$ cat src/rtl/sa_out_arb_22.sv
// sa_out_arb_22 -- output-port switch allocator for node 22.
// Three show-ahead input FIFOs (N, W, L) compete for one output link.
// Arbitration is per packet: the winner's head flit locks the output until its
// tail flit has been popped. The winner is the candidate with the highest pressure,
// with round-robin order breaking ties. A one-entry registered stage drives the
// downstream router FIFO.
module sa_out_arb_22 #(
  parameter int WIDTH       = 3,     // pressure buses are WIDTH+1 bits
  parameter int DATASIZE    = 40,    // flit width, type in the top two bits
  parameter bit PRESSURE_EN = 1'b1   // 1: pressure first, 0: pure round-robin
) (
  input  logic                fifo_clk,
  input  logic                rst_n,
  // North input FIFO
  input  logic [DATASIZE-1:0] N_data_in,
  input  logic                N_valid_in,
  input  logic [WIDTH:0]      N_pressure_in,
  input  logic                N_req,
  output logic                fifo_ready_N,
  // West input FIFO
  input  logic [DATASIZE-1:0] W_data_in,
  input  logic                W_valid_in,
  input  logic [WIDTH:0]      W_pressure_in,
  input  logic                W_req,
  output logic                fifo_ready_W,
  // Local input FIFO
  input  logic [DATASIZE-1:0] L_data_in,
  input  logic                L_valid_in,
  input  logic [WIDTH:0]      L_pressure_in,
  input  logic                L_req,
  output logic                fifo_ready_L,
  // Output stage toward the downstream FIFO
  output logic [DATASIZE-1:0] out_data,
  output logic                out_valid,
  input  logic                out_full,
  // Status
  output logic [2:0]          grant,
  output logic                proto_err
);

  localparam int NUM_IN = 3;

  // Input indices; grant bit i belongs to input i, giving {L,W,N}.
  localparam logic [1:0] PORT_N = 2'd0;
  localparam logic [1:0] PORT_W = 2'd1;
  localparam logic [1:0] PORT_L = 2'd2;

  // Flit type encodings (top two bits of a flit).
  localparam logic [1:0] FT_BODY   = 2'b00;
  localparam logic [1:0] FT_TAIL   = 2'b01;
  localparam logic [1:0] FT_HEAD   = 2'b10;
  localparam logic [1:0] FT_SINGLE = 2'b11;

  typedef enum logic {
    ST_IDLE = 1'b0,   // no packet owns the output
    ST_LOCK = 1'b1    // owner_q streams body flits until its tail
  } state_e;

  // --------------------------------------------------------------------------
  // Helpers
  // --------------------------------------------------------------------------

  // Input index that sits 'offs' places after 'base' in the cyclic order N,W,L.
  function automatic logic [1:0] rr_idx(input logic [1:0] base, input logic [1:0] offs);
    logic [2:0] sum;
    sum = {1'b0, base} + {1'b0, offs};
    if (sum >= 3'd3) sum = sum - 3'd3;
    return sum[1:0];
  endfunction

  function automatic logic [2:0] onehot(input logic [1:0] idx);
    return 3'b001 << idx;
  endfunction

  // --------------------------------------------------------------------------
  // Input gathering: index the three inputs uniformly
  // --------------------------------------------------------------------------
  logic [DATASIZE-1:0] data_in  [NUM_IN];
  logic [WIDTH:0]      pres_in  [NUM_IN];
  logic [1:0]          ftype_in [NUM_IN];
  logic [NUM_IN-1:0]   valid_in;
  logic [NUM_IN-1:0]   req_in;

  assign data_in[PORT_N] = N_data_in;
  assign data_in[PORT_W] = W_data_in;
  assign data_in[PORT_L] = L_data_in;

  assign pres_in[PORT_N] = N_pressure_in;
  assign pres_in[PORT_W] = W_pressure_in;
  assign pres_in[PORT_L] = L_pressure_in;

  assign valid_in = {L_valid_in, W_valid_in, N_valid_in};
  assign req_in   = {L_req, W_req, N_req};

  for (genvar g = 0; g < NUM_IN; g++) begin : g_ftype
    assign ftype_in[g] = data_in[g][DATASIZE-1 -: 2];
  end

  // --------------------------------------------------------------------------
  // State
  // --------------------------------------------------------------------------
  state_e              state_q,     state_d;
  logic [1:0]          owner_q,     owner_d;     // locked input while in ST_LOCK
  logic [1:0]          rr_q,        rr_d;        // highest round-robin priority
  logic [2:0]          grant_q,     grant_d;
  logic                err_q,       err_d;
  logic                out_valid_q, out_valid_d;
  logic [DATASIZE-1:0] out_data_q,  out_data_d;

  // The output stage can take a new flit when it is empty or being drained.
  logic load;
  assign load = !out_valid_q || !out_full;

  // --------------------------------------------------------------------------
  // Head-flit arbitration among idle-state candidates
  // --------------------------------------------------------------------------
  logic [NUM_IN-1:0] cand;       // valid, requesting, head or single flit
  logic [NUM_IN-1:0] bad_head;   // valid, requesting, but body or tail flit
  logic              win_found;
  logic [1:0]        win_idx;
  logic [WIDTH:0]    win_pres;
  logic [1:0]        scan_idx;

  // Scan inputs in round-robin order; a later input only displaces the current
  // pick with a strictly higher pressure, so ties stay with the earlier input.
  always_comb begin
    // NOTE: every variable written here gets a default first so no path
    // leaves it unassigned, which would otherwise infer a latch.
    cand      = '0;
    bad_head  = '0;
    win_found = 1'b0;
    win_idx   = PORT_N;
    win_pres  = '0;
    scan_idx  = PORT_N;
    for (int i = 0; i < NUM_IN; i++) begin
      cand[i]     = valid_in[i] && req_in[i] &&  ftype_in[i][1];
      bad_head[i] = valid_in[i] && req_in[i] && !ftype_in[i][1];
    end
    for (int k = 0; k < NUM_IN; k++) begin
      scan_idx = rr_idx(rr_q, 2'(k));
      if (cand[scan_idx] &&
          (!win_found || (PRESSURE_EN && (pres_in[scan_idx] > win_pres)))) begin
        win_found = 1'b1;
        win_idx   = scan_idx;
        win_pres  = pres_in[scan_idx];
      end
    end
  end

  // --------------------------------------------------------------------------
  // Lock FSM: picks which input is popped this cycle and tracks packet ownership
  // --------------------------------------------------------------------------
  logic [NUM_IN-1:0] pop_vec;
  logic [1:0]        pop_idx;
  logic              pop_any;

  // Next-state, pop selection, round-robin update and error detection.
  always_comb begin
    state_d = state_q;
    owner_d = owner_q;
    rr_d    = rr_q;
    grant_d = grant_q;
    err_d   = err_q;
    pop_vec = '0;
    pop_idx = PORT_N;

    case (state_q)
      ST_IDLE: begin
        // A body or tail flit at the head of an idle input means a packet
        // lost its head; flag it and leave that FIFO untouched.
        if (|bad_head) err_d = 1'b1;
        if (win_found && load) begin
          pop_vec[win_idx] = 1'b1;
          pop_idx          = win_idx;
          if (ftype_in[win_idx] == FT_HEAD) begin
            state_d = ST_LOCK;
            owner_d = win_idx;
            grant_d = onehot(win_idx);
          end else begin
            // Single-flit packet: done in one pop, never locks.
            rr_d = rr_idx(win_idx, 2'd1);
          end
        end
      end

      ST_LOCK: begin
        // Requests are ignored; only the owner is served, stalling while empty.
        if (valid_in[owner_q] && load) begin
          pop_vec[owner_q] = 1'b1;
          pop_idx          = owner_q;
          if (ftype_in[owner_q] != FT_BODY) begin
            // Tail ends the packet. A head or single here is a protocol error,
            // but it is still forwarded and closes the packet like a tail.
            state_d = ST_IDLE;
            grant_d = '0;
            rr_d    = rr_idx(owner_q, 2'd1);
            if (ftype_in[owner_q][1]) err_d = 1'b1;
          end
        end
      end

      default: state_d = ST_IDLE;
    endcase
  end

  assign pop_any = |pop_vec;

  // --------------------------------------------------------------------------
  // Output stage
  // --------------------------------------------------------------------------

  // Register a popped flit when the stage can load; drain to empty otherwise.
  always_comb begin
    out_valid_d = out_valid_q;
    out_data_d  = out_data_q;
    if (load) begin
      if (pop_any) begin
        out_valid_d = 1'b1;
        out_data_d  = data_in[pop_idx];
      end else begin
        out_valid_d = 1'b0;
      end
    end
  end

  // State register with synchronous active-low reset.
  always_ff @(posedge fifo_clk) begin
    // NOTE: sequential state is updated with non-blocking assignments so every
    // register samples the pre-edge values, independent of statement order.
    if (!rst_n) begin
      state_q     <= ST_IDLE;
      owner_q     <= PORT_N;
      rr_q        <= PORT_N;
      grant_q     <= '0;
      err_q       <= 1'b0;
      out_valid_q <= 1'b0;
      out_data_q  <= '0;
    end else begin
      state_q     <= state_d;
      owner_q     <= owner_d;
      rr_q        <= rr_d;
      grant_q     <= grant_d;
      err_q       <= err_d;
      out_valid_q <= out_valid_d;
      out_data_q  <= out_data_d;
    end
  end

  // --------------------------------------------------------------------------
  // Outputs
  // --------------------------------------------------------------------------

  // Pop strobes are suppressed while reset is held so no FIFO is drained by a
  // state that is about to be cleared.
  assign fifo_ready_N = pop_vec[PORT_N] && rst_n;
  assign fifo_ready_W = pop_vec[PORT_W] && rst_n;
  assign fifo_ready_L = pop_vec[PORT_L] && rst_n;

  assign out_data  = out_data_q;
  assign out_valid = out_valid_q;
  assign grant     = grant_q;
  assign proto_err = err_q;

endmodule

$ cat config.mk
export PLATFORM = sky130hd
export DESIGN_NAME = sa_out_arb_22
export DESIGN_NICKNAME = d
export VERILOG_FILES = /design/src/rtl/sa_out_arb_22.sv
export SDC_FILE = /design/constraint.sdc
export NUM_CORES = 1
export LEC_CHECK = 0
export CAP_MARGIN = 5
export CORE_ASPECT_RATIO = 0.6
export CORE_MARGIN = 3
export CORE_UTILIZATION = 42
export CTS_CLUSTER_DIAMETER = 40
export DETAILED_ROUTE_END_ITERATION = 8
export PLACE_DENSITY = 0.85
export SYNTH_ARGS = -nofsm -noshare
export SYNTH_HDL_FRONTEND = slang
export SYNTH_SLANG_ARGS = --single-unit
$ cat constraint.sdc
create_clock -name fifo_clk -period 7.6 [get_ports fifo_clk]
set_clock_uncertainty 0.2 [all_clocks]
set_input_delay 1.52 -clock fifo_clk [delete_from_list [all_inputs] [get_ports fifo_clk]]
set_output_delay 1.52 -clock fifo_clk [all_outputs]
set_load 0.05 [all_outputs]
==> results.py <==
# Synthesis and PnR figures
metrics = {
    "final_layout": {
        "utilization_pct": 75.01,
        "nNetsFinal": 900,
        "diodes": 0,
        "syn_to_final_growth_pct": 65.96,
    },
    "global_routing": {
        "grt_pass1_wl_mm": 24.20,
        "grt_overflow": 0,
        "grt_pass1_vias": 4737,
        "grt_usage_pct": 27.81,
        "antenna_found_initial": 0,
    },
    "sta": {
        "max_freq_mhz": 133.7,
        "worst_pin_slew_ps": 963.4,
        "final_hold_viol_count": 0,
        "period_needed_ps": 7482,
        "finalSetupViolations": 0,
        "hold_ws_ps": 285.4,
        "max_slew_margin_pct": 35.77,
        "slew_viol_final": 0,
    },
    "logic_synthesis": {
        "ys_async_sr_fraction_pct": 0,
        "synth.avg_cell_area_um2": 7.311,
        "ys_types": 56,
        "synth_largest_type_area_fraction_pct": 24.94,
        "yosys_warnings": 0,
        "largest_area_cell": "dfxtp_1",
        "synth_seq_share_pct": 24.94,
        "ys.flops": 50,
        "ys.flop_type": "dfxtp_1",
    },
    "floorplan": {
        "fp.dieW_um": 132.2,
        "io_pins": 189,
        "die_h_um": 81.73,
        "rows": 26,
        "core-area_mm2": 0.008881,
    },
    "flow_run": {
        "cap_violations": 0,
        "log.warning_count": 32,
    },
    "routing": {
        "dr.first_iter.drc_count": 496,
        "drc": 0,
        "drt_first_pass_iters": 7,
        "wire_per_inst_um": 18.22,
    },
    "critical_path": {
        "crit_path_start_kind": "input port",
        "crit_type": "in -> out",
        "crit_fanout": 7,
        "required_ps": 5880,
        "cp.arrival_ps": 5760,
        "critPathCaptureType": "output pin",
    },
    "clock_network": {
        "cts_root_buf": "clkbuf_16",
        "clkLatencyLatePin_ps": 300,
        "cts_tree": "yes",
        "clkTransAtPathRegs_ps": 70,
        "clockBufferDepth": 2,
    },
    "power": {
        "powerDensity_mw_per_mm2": 331.1,
    },
    "place": {
        "hpwl_mm": 12.14,
        "gp_congestion": 0.9629,
        "port_buffers": 188,
    },
    "status": {
        "status": "finished, final reports clean",
    },
}
==> final timing paths <==
kind                          from      endpoint  slack [ps]  cells after the start
setup reg to reg           rr_q[0]  out_data[34]        1240                     26
hold / removal           proto_err     proto_err         290                      1
hold reg to reg          proto_err     proto_err         290                      1
setup / recovery  W_pressure_in[2]  fifo_ready_L         120                     21
==> synthesized netlist by cell type (4+ instances only) <==
| library cell | instances |
|---|---|
| o21ai_0 | 75 |
| dfxtp_1 | 50 |
| nand3_1 | 47 |
| nand4_1 | 5 |
| o21a_1 | 7 |
| mux2_2 | 6 |
| nor2_1 | 13 |
| ha_1 | 17 |
| clkbuf_1 | 44 |
| a22oi_1 | 4 |
| a21oi_1 | 17 |
| o21ai_1 | 22 |
| a21o_1 | 5 |
| nand2_1 | 28 |
| and3_1 | 41 |
| inv_1 | 12 |
| a21boi_0 | 41 |
| nor2b_1 | 13 |
| a31oi_1 | 42 |
| mux2i_1 | 9 |
| o211ai_1 | 4 |
==> through the flow <==
stage / setup TNS, ps / total power [µW] / area (µm²) / instances / setup slack, ps
6_report: 0 / 2205 / 6661 / 869 / 118.3
5_1_grt: -20.32 / 2335 / 6661 / 869 / -20.32
4_1_cts: 0 / 2081 / 6466 / 863 / 18.12
3_5_place_dp: -732.8 / 1772 / 6237 / 853 / -299.1
3_3_place_gp: -228.9 / 1748 / 6237 / 853 / -110.1
2_1_floorplan: 0 / 1263 / 4014 / 549 / 258.0
==> worst max-delay path, cell delays in order <==
cell and delay [ps]:
clkdlybuf4s50_1 440, mux2_2 280, o211ai_1 240, ha_2 340, or3_1 410, o311ai_4 100, o22ai_2 140, nand2_2 180
nor2_1 70, a21o_1 190, ha_4 270, and2_4 140, o21ai_2 50, a32oi_2 270, o21ai_2 170, a31oi_4 250
buf_6 130, ha_4 130, a22oi_2 80, nor2b_2 200, buf_12 160
==> layer usage <==
layer	vias to the layer above	track usage, %	routed length [µm]
li1	2443	-	-
met1	2398	38.81	7045
met2	245	43.30	7037
met3	19	7.283	1503
met4	0	6.535	248
met5	-	0	0
==> cell families after synthesis <==
family	Yosys count	synth area share, %
AND/OR/NAND/NOR	160	21.10
AND-OR/OR-AND	241	38.34
adder cells (fa/ha/maj)	17	5.299
multiplexers	15	3.928
flip-flops	50	24.94
buffers and inverters	66	6.390
==> area by class of cell <==
cell class,instances,area [µm²]
clock buffers,5,125.1
clock inverters,3,48.80
fillers,658,2220
inverters,15,58.81
multi-input cells,433,2953
flip-flops and latches,50,1001
well taps,126,157.7
repair buffers,237,2317
==> repair_timing <==
action	CTS	global route
endpoints found under the hold margin	0	0
pin swaps	4	16
endpoints found under the setup margin	3	3
resized	11	34
buffers inserted	2	6
hold buffers	0	0
==> sequential cells by signal, summed over array words and instances, names as in the netlist <==
| signal | count |
|---|---|
| rr_q | 2 |
| out_data | 40 |
| owner_q | 2 |
| grant | 3 |
| state_q | 1 |
| proto_err | 1 |
| out_valid | 1 |
==> power breakdown <==
group | total (µW) | switching [µW] | internal (µW)
Combinational | 1540 | 914 | 628
Sequential | 395 | 47.3 | 348
Clock | 268 | 110 | 158
Total | 2210 | 1070 | 1130
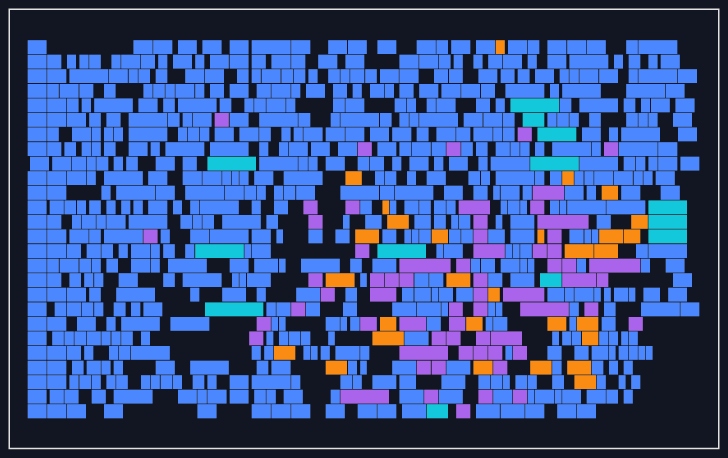
(sizing map)
| colour | size | cells |
|---|---|---|
| cyan | x6 and larger | 13 |
| purple | x3 and x4 | 64 |
| orange | x2 | 29 |
| blue | x1 and smaller | 637 |

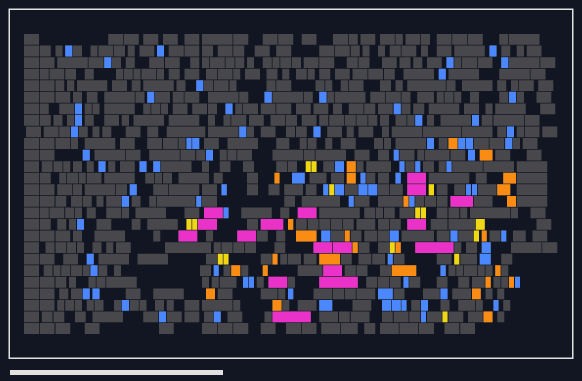
(selected gate families)
Scale bar: 50 µm.
| colour | family | cells |
|---|---|---|
| magenta | fa/ha/maj cells | 17 |
| blue | nand cells | 86 |
| yellow | inv cells | 15 |
| orange | nor cells | 27 |
Comb/total area: 44.33%
final std cells w/o fill: 869

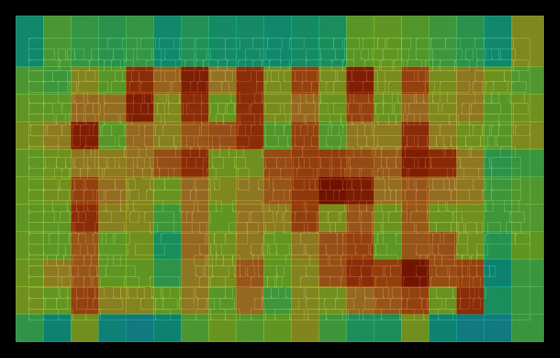
(routing congestion map)
gr busiest metal: met2
GR Util met2: 43.30%
met3 Track Usage GR: 7.283%

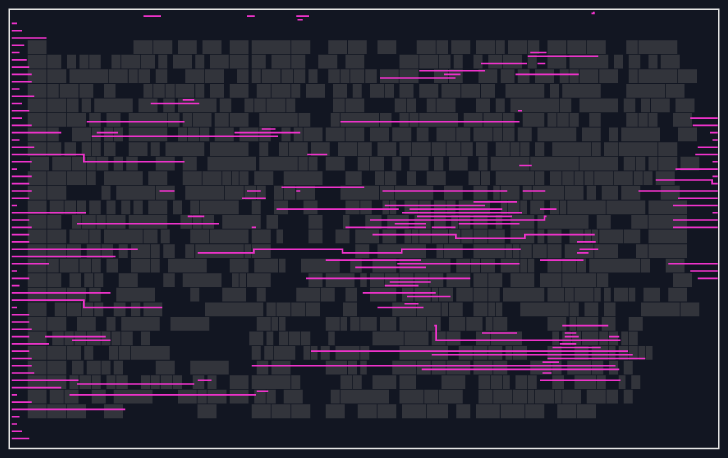
(met3 routing)
wire length on this layer: 1500 µm
nets with wire on the layer: 143
main direction: horizontal
share of all routed wire: 9.5%
Vias: 5105
Routed WL: 15.83 mm

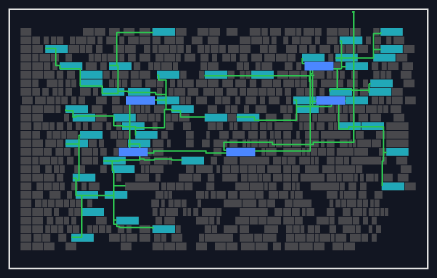
(clock wires, drivers and flops)
[blue] clock-net drivers | count: 5
[green] clock wires | length: 705 µm
[cyan] flip-flops | count: 50
routed clock nets: 6

No activity file was given, so power comes from the tool's default toggle rates.
